===== src/rtl/mips_boot_pkg.sv =====
// Shared types and constants for the iitk_mini_mips boot sequencer.
package mips_boot_pkg;

    typedef enum logic [2:0] {
        IDLE,
        LOAD,
        SETTLE,
        RUN,
        DONE,
        TIMEOUT
    } boot_state_t;

    // Reset vector of the core; pc_in reads this while the core is held in reset.
    localparam logic [31:0] PC_BASE             = 32'h0040_0000;
    localparam int          DEFAULT_RESET_HOLD  = 2;
    localparam int          DEFAULT_RUN_TIMEOUT = 1024;

endpackage


===== src/rtl/mips_boot_sequencer.sv =====
// Boot controller: streams a program into instruction memory, releases the core,
// then waits for the halt PC (or a run timeout) and captures the debug result.
module mips_boot_sequencer
    import mips_boot_pkg::*;
#(
    parameter int ADDR_W      = 12,
    parameter int DATA_W      = 32,
    parameter int RESET_HOLD  = DEFAULT_RESET_HOLD,
    parameter int RUN_TIMEOUT = DEFAULT_RUN_TIMEOUT
) (
    input  logic              clk,
    input  logic              reset,
    input  logic              start,
    input  logic [ADDR_W:0]   prog_len,
    input  logic [31:0]       halt_pc,
    input  logic              s_valid,
    output logic              s_ready,
    input  logic [DATA_W-1:0] s_data,
    output logic              cpu_reset,
    output logic              init_mode,
    output logic              write_enable,
    output logic [ADDR_W-1:0] init_address,
    output logic [DATA_W-1:0] init_instruction,
    input  logic [31:0]       pc_in,
    input  logic [DATA_W-1:0] result_in,
    output logic              busy,
    output logic              done,
    output logic              timeout,
    output logic [DATA_W-1:0] result,
    output logic [31:0]       cycles
);

    localparam int              HOLD_W   = (RESET_HOLD < 1) ? 1 : $clog2(RESET_HOLD + 1);
    localparam logic [ADDR_W:0] FULL_LEN = {1'b1, {ADDR_W{1'b0}}};
    localparam logic [ADDR_W:0] LEN_ONE  = 1;
    localparam logic [31:0]     RUN_LAST = 32'(RUN_TIMEOUT - 1);

    boot_state_t       state_reg;
    logic [ADDR_W:0]   len_reg;
    logic [ADDR_W:0]   count_reg;
    logic [31:0]       halt_pc_reg;
    logic [HOLD_W-1:0] settle_reg;
    logic              cpu_reset_reg;
    logic              init_mode_reg;
    logic              write_enable_reg;
    logic [ADDR_W-1:0] init_address_reg;
    logic [DATA_W-1:0] init_instruction_reg;
    logic              busy_reg;
    logic              done_reg;
    logic              timeout_reg;
    logic [DATA_W-1:0] result_reg;
    logic [31:0]       cycles_reg;

    assign s_ready          = (state_reg == LOAD) && (count_reg < len_reg);
    assign cpu_reset        = cpu_reset_reg;
    assign init_mode        = init_mode_reg;
    assign write_enable     = write_enable_reg;
    assign init_address     = init_address_reg;
    assign init_instruction = init_instruction_reg;
    assign busy             = busy_reg;
    assign done             = done_reg;
    assign timeout          = timeout_reg;
    assign result           = result_reg;
    assign cycles           = cycles_reg;

    always_ff @(posedge clk) begin
        if (reset) begin
            state_reg            <= IDLE;
            len_reg              <= '0;
            count_reg            <= '0;
            halt_pc_reg          <= '0;
            settle_reg           <= '0;
            cpu_reset_reg        <= 1'b1;
            init_mode_reg        <= 1'b1;
            write_enable_reg     <= 1'b0;
            init_address_reg     <= '0;
            init_instruction_reg <= '0;
            busy_reg             <= 1'b0;
            done_reg             <= 1'b0;
            timeout_reg          <= 1'b0;
            result_reg           <= '0;
            cycles_reg           <= '0;
        end else begin
            case (state_reg)
                IDLE, DONE, TIMEOUT: begin
                    write_enable_reg <= 1'b0;
                    if (start) begin
                        // Clamp so a full-memory program never wraps the address.
                        len_reg       <= (prog_len > FULL_LEN) ? FULL_LEN : prog_len;
                        halt_pc_reg   <= halt_pc;
                        count_reg     <= '0;
                        settle_reg    <= '0;
                        cycles_reg    <= '0;
                        done_reg      <= 1'b0;
                        timeout_reg   <= 1'b0;
                        busy_reg      <= 1'b1;
                        cpu_reset_reg <= 1'b1;
                        init_mode_reg <= 1'b1;
                        state_reg     <= (prog_len == '0) ? SETTLE : LOAD;
                    end
                end
                LOAD: begin
                    if (s_valid && s_ready) begin
                        write_enable_reg     <= 1'b1;
                        init_address_reg     <= count_reg[ADDR_W-1:0];
                        init_instruction_reg <= s_data;
                        count_reg            <= count_reg + LEN_ONE;
                        if (count_reg + LEN_ONE == len_reg) begin
                            settle_reg <= '0;
                            state_reg  <= SETTLE;
                        end
                    end else begin
                        write_enable_reg <= 1'b0;
                    end
                end
                SETTLE: begin
                    // First SETTLE cycle may still carry the last write with init_mode=1.
                    write_enable_reg <= 1'b0;
                    init_mode_reg    <= 1'b0;
                    if (settle_reg == HOLD_W'(RESET_HOLD)) begin
                        cpu_reset_reg <= 1'b0;
                        state_reg     <= RUN;
                    end else begin
                        settle_reg <= settle_reg + 1'b1;
                    end
                end
                RUN: begin
                    if (pc_in == halt_pc_reg) begin
                        result_reg    <= result_in;
                        done_reg      <= 1'b1;
                        cpu_reset_reg <= 1'b1;
                        init_mode_reg <= 1'b1;
                        busy_reg      <= 1'b0;
                        state_reg     <= DONE;
                    end else if (cycles_reg == RUN_LAST) begin
                        timeout_reg   <= 1'b1;
                        cpu_reset_reg <= 1'b1;
                        init_mode_reg <= 1'b1;
                        busy_reg      <= 1'b0;
                        state_reg     <= TIMEOUT;
                    end else if (cycles_reg != '1) begin
                        cycles_reg <= cycles_reg + 32'd1;
                    end
                end
                default: begin
                    state_reg <= IDLE;
                end
            endcase
        end
    end

endmodule


===== config.mk =====
export PLATFORM = sky130hd
export DESIGN_NAME = mips_boot_sequencer
export DESIGN_NICKNAME = d
export VERILOG_FILES = /design/src/rtl/mips_boot_pkg.sv /design/src/rtl/mips_boot_sequencer.sv
export SDC_FILE = /design/constraint.sdc
export NUM_CORES = 1
export LEC_CHECK = 0
export CORE_UTILIZATION = 50
export CTS_BUF_LIST = sky130_fd_sc_hd__clkbuf_8
export DETAILED_ROUTE_END_ITERATION = 7
export PLACE_DENSITY = 0.87
export SETUP_SLACK_MARGIN = 0.4
export SYNTH_ARGS = -nofsm -noshare
export SYNTH_HDL_FRONTEND = slang
export SYNTH_SLANG_ARGS = --single-unit

===== constraint.sdc =====
create_clock -name clk -period 4.25 [get_ports clk]
set_clock_uncertainty 0.05 [all_clocks]
set_input_delay 0.85 -clock clk [delete_from_list [all_inputs] [get_ports clk]]
set_output_delay 0.85 -clock clk [all_outputs]
set_load 0.03 [all_outputs]

Clock network drawn from the DEF:
Scale bar: 50 microns.
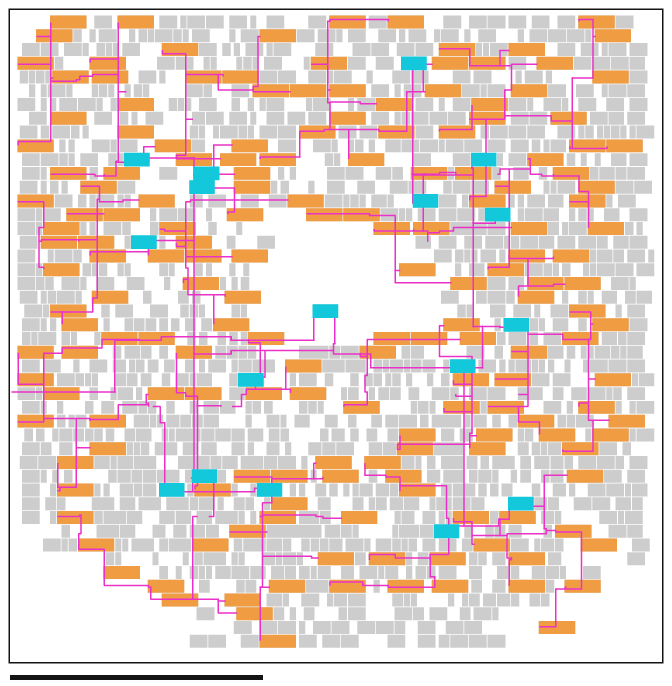
legend:
  magenta:
    item: clock wires
    length: 2,010 microns
  orange:
    item: flip-flops
    count: 177
  cyan:
    item: clock drivers
    count: 17
routed clock nets: 18
Insertion Delay late pin: 470 ps
power share of the clock group: 0.290

Pin placement:
Pins as bars across the die edge, other pins in gray.
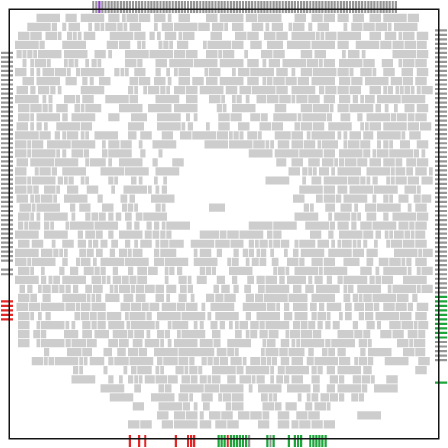
legend:
  red:
    port: prog_len
    pins: 13
    direction: input
    edge: 8 bottom, 5 left
  green:
    port: cycles
    pins: 32
    direction: output
    edge: 21 bottom, 11 right
  purple:
    port: done
    pins: 1
    direction: output
    edge: top
all pins by edge: 100 top, 75 right, 54 left, 31 bottom
die boundary height: 129 microns
die outline width: 129 microns
Port Buffers: 259

Cell placement:
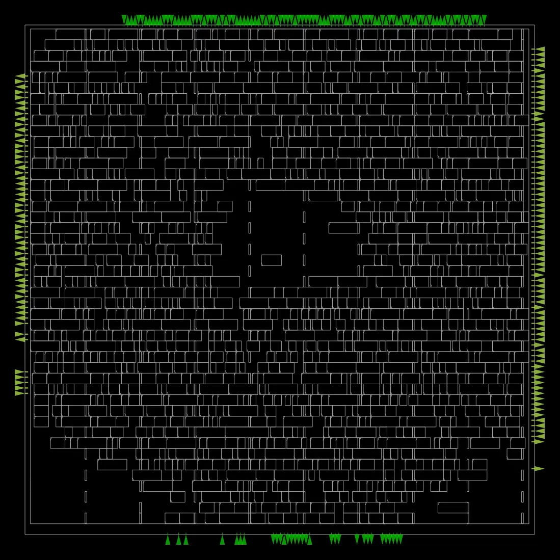
Placement Rows: 46
final sequential cell count: 177
Layout Utilization: 0.704

Cells colored by class:
Fill, decap, tap and diode cells in gray.
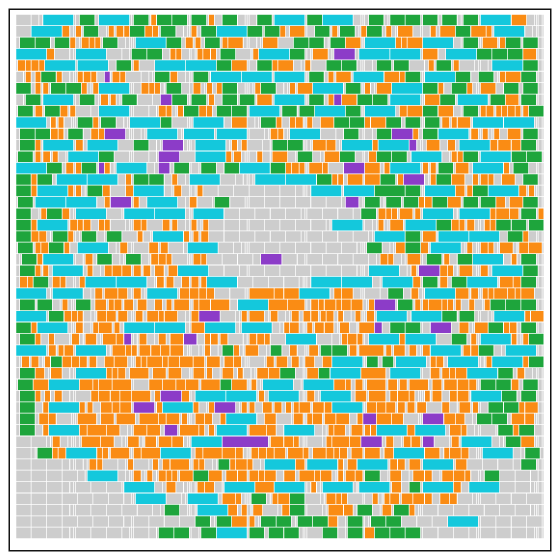
legend:
  green:
    class: other buffers and delay cells
    cells: 270
  orange:
    class: combinational and other logic
    cells: 733
  purple:
    class: clock drivers and dummy loads
    cells: 32
  cyan:
    class: flops
    cells: 177
post-route standard cell area excluding fillers: 11,100 sq um
sequential fraction of total cell area: 0.319

Routed metal, one color a layer:
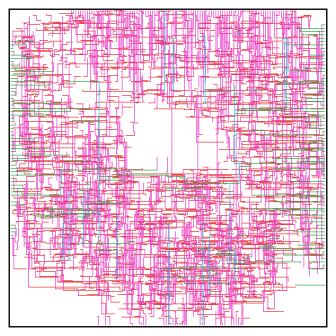
legend:
  magenta:
    layer: metal 2
    wire_length: 11,400 microns
  red:
    layer: metal 1
    wire_length: 9,370 microns
  green:
    layer: metal 3
    wire_length: 1,600 microns
  cyan:
    layer: metal 4
    wire_length: 501 microns
total track usage: 0.268
vias after detailed routing: 7,817
routed len/inst: 16.1 microns

==> cells in the mapped netlist (10+ instances only) <==
library cell,count
sky130_fd_sc_hd__nand2_1,202
sky130_fd_sc_hd__o21ai_0,32
sky130_fd_sc_hd__or3_1,13
sky130_fd_sc_hd__nor4_1,16
sky130_fd_sc_hd__mux2i_1,33
sky130_fd_sc_hd__a21oi_1,120
sky130_fd_sc_hd__nand4_1,10
sky130_fd_sc_hd__or4_1,15
sky130_fd_sc_hd__buf_2,13
sky130_fd_sc_hd__nor2_1,64
sky130_fd_sc_hd__ha_1,16
sky130_fd_sc_hd__and2_1,10
sky130_fd_sc_hd__inv_1,19
sky130_fd_sc_hd__xor2_1,37
sky130_fd_sc_hd__clkbuf_1,35
sky130_fd_sc_hd__xnor2_1,14
sky130_fd_sc_hd__dfxtp_1,177
sky130_fd_sc_hd__o31ai_1,14
sky130_fd_sc_hd__nand3_1,18
==> metal layers <==
metal	wire, microns	part of all wire
met1	9370	0.41
met5	0	0
met4	500	0.022
met3	1600	0.070
met2	11400	0.50
==> path summary, 6_finish.rpt <==
path,endpoint,slack [ps],startpoint
hold reg to reg,init_instruction[16],400,init_instruction[16]
setup / recovery,s_ready,600,count_reg[6]
setup reg to reg,count_reg[7],1280,count_reg[6]
hold / removal,init_instruction[16],400,init_instruction[16]
==> cell usage in the layout, fill, tap and decap left out, types with 5 or more instances in the layout <==
| cell type | Yosys | final |
|---|---|---|
| sky130_fd_sc_hd__a31oi_1 | 7 | 7 |
| sky130_fd_sc_hd__nor4_1 | 16 | 16 |
| sky130_fd_sc_hd__or4_1 | 15 | 15 |
| sky130_fd_sc_hd__xor2_1 | 37 | 37 |
| sky130_fd_sc_hd__nand4_1 | 10 | 10 |
| sky130_fd_sc_hd__a211oi_1 | 5 | 5 |
| sky130_fd_sc_hd__inv_1 | 19 | 21 |
| sky130_fd_sc_hd__xnor2_1 | 14 | 14 |
| sky130_fd_sc_hd__a21oi_1 | 120 | 120 |
| sky130_fd_sc_hd__buf_4 | 9 | 11 |
| sky130_fd_sc_hd__clkbuf_8 | 0 | 18 |
| sky130_fd_sc_hd__nand2b_1 | 6 | 6 |
| sky130_fd_sc_hd__nand3b_1 | 6 | 6 |
| sky130_fd_sc_hd__and2_1 | 10 | 10 |
| sky130_fd_sc_hd__nor2_1 | 64 | 64 |
| sky130_fd_sc_hd__and4_1 | 6 | 6 |
| sky130_fd_sc_hd__nor3_1 | 5 | 5 |
| sky130_fd_sc_hd__and3_1 | 8 | 7 |
| sky130_fd_sc_hd__nand3_1 | 18 | 17 |
| sky130_fd_sc_hd__a41o_1 | 6 | 6 |
| sky130_fd_sc_hd__or3_1 | 13 | 13 |
| sky130_fd_sc_hd__nand2_1 | 202 | 202 |
| sky130_fd_sc_hd__mux2i_1 | 33 | 33 |
| sky130_fd_sc_hd__ha_1 | 16 | 16 |
| sky130_fd_sc_hd__o211ai_1 | 7 | 7 |
| sky130_fd_sc_hd__o21ai_0 | 32 | 32 |
| sky130_fd_sc_hd__clkdlybuf4s50_1 | 0 | 258 |
| sky130_fd_sc_hd__dfxtp_1 | 177 | 177 |
| sky130_fd_sc_hd__o31ai_1 | 14 | 14 |
==> summary.txt <==
Notes on the flow run.

- Per the gpl log, the routability congestion estimate is 0.866.
- The final timing report gives a worst setup slack of 596 ps.
- The number of filler cells placed in the layout is 1,270, for reference.
- STA classifies the critical path endpoint as an output pin.
- The length of the first detailed-routing pass in iterations is 5, for reference.
- The buffer type at the clock tree root is sky130_fd_sc_hd__clkbuf_8, for reference.
- The report lists the power per cell area as 342 nW/um^2.
- Switching power as a fraction of the total was reported as 0.316.
- The multiplexer fraction of the synthesized cell area is 0.0411, for reference.
- The warning count from the yosys run is 0, for reference.
- The fraction of final cell area spent on clock buffers and inverters in this run is 0.0327.
- The final worst-path cycle share is 0.860, for reference.
- The initial antenna violation count is 0, for reference.
- Pins over their slew limit in the final report were tallied at 0.
- The synthesized netlist occupies a cell area of 8050 sq um.
- The critical path launch point type is a flop, for reference.
- The finished design was reported to have a net count of 1,360.
- The number of remaining DRC errors is 0, for reference.
- In this run, the synthesized area fraction spent on xor and xnor cells is recorded as 0.0555.
- The floorplan report lists the tap cell count as 216.
- The data-path buffer share of cell area in the final layout is 0.242, for reference.
- In the final layout, excluding clock buffers the buffer count is 270.
- The flow ran to the end, and the final reports show no timing, DRC or antenna violations.
- The largest fanout of any net on the critical path is 11, for reference.
- Synthesis produced a netlist with a net count of 1,132.
- From synthesis to final layout, the design area changed by 37.9%.
- In the synthesized netlist the async set-or-reset flop fraction comes to 0.
- Per the synthesis report, the adder-cell share of the synthesized area is 0.0249.
- The tool flagged a number of max-cap violations equal to 0.
- The min-delay analysis places its worst path in the category reg2reg.
- The final hold slack is 403 ps, for reference.
- At the pin with the least slew margin, the transition time is 1090 ps.
- The main kind of combinational logic by area is simple AND/OR/NAND/NOR gates, for reference.
- The area fraction of the largest cell type after synthesis is 0.440.
- The total buffers and inverters traversed by the critical path is 1, for reference.
- The multi-input gate share of the layout cell area is 0.375, for reference.
- The number of global-route vias before repair is 7,309, for reference.
- In this run the count of I/O pins placed on the die edge is 260.
- The gate count of the mapped netlist is 971, for reference.
- The maximum number of pins on one net before global-route repair is 89, for reference.
- Setup repair after global routing left no endpoint under its margin.
- Looking at the cell usage after synthesis, the top flip-flop cell is sky130_fd_sc_hd__dfxtp_1.
- The path depth of the worst reg2reg path is 7, for reference.
- After layout, the inverter instance count without clock inverters stands at 19.
- Per STA, the worst path accumulates the most delay in the family buffers and inverters.
- The initial utilization of the core area, before any placement, comes to 0.510.
- The total tool warning count is 26, for reference.
No activity file was given, so power comes from the tool's default toggle rates.
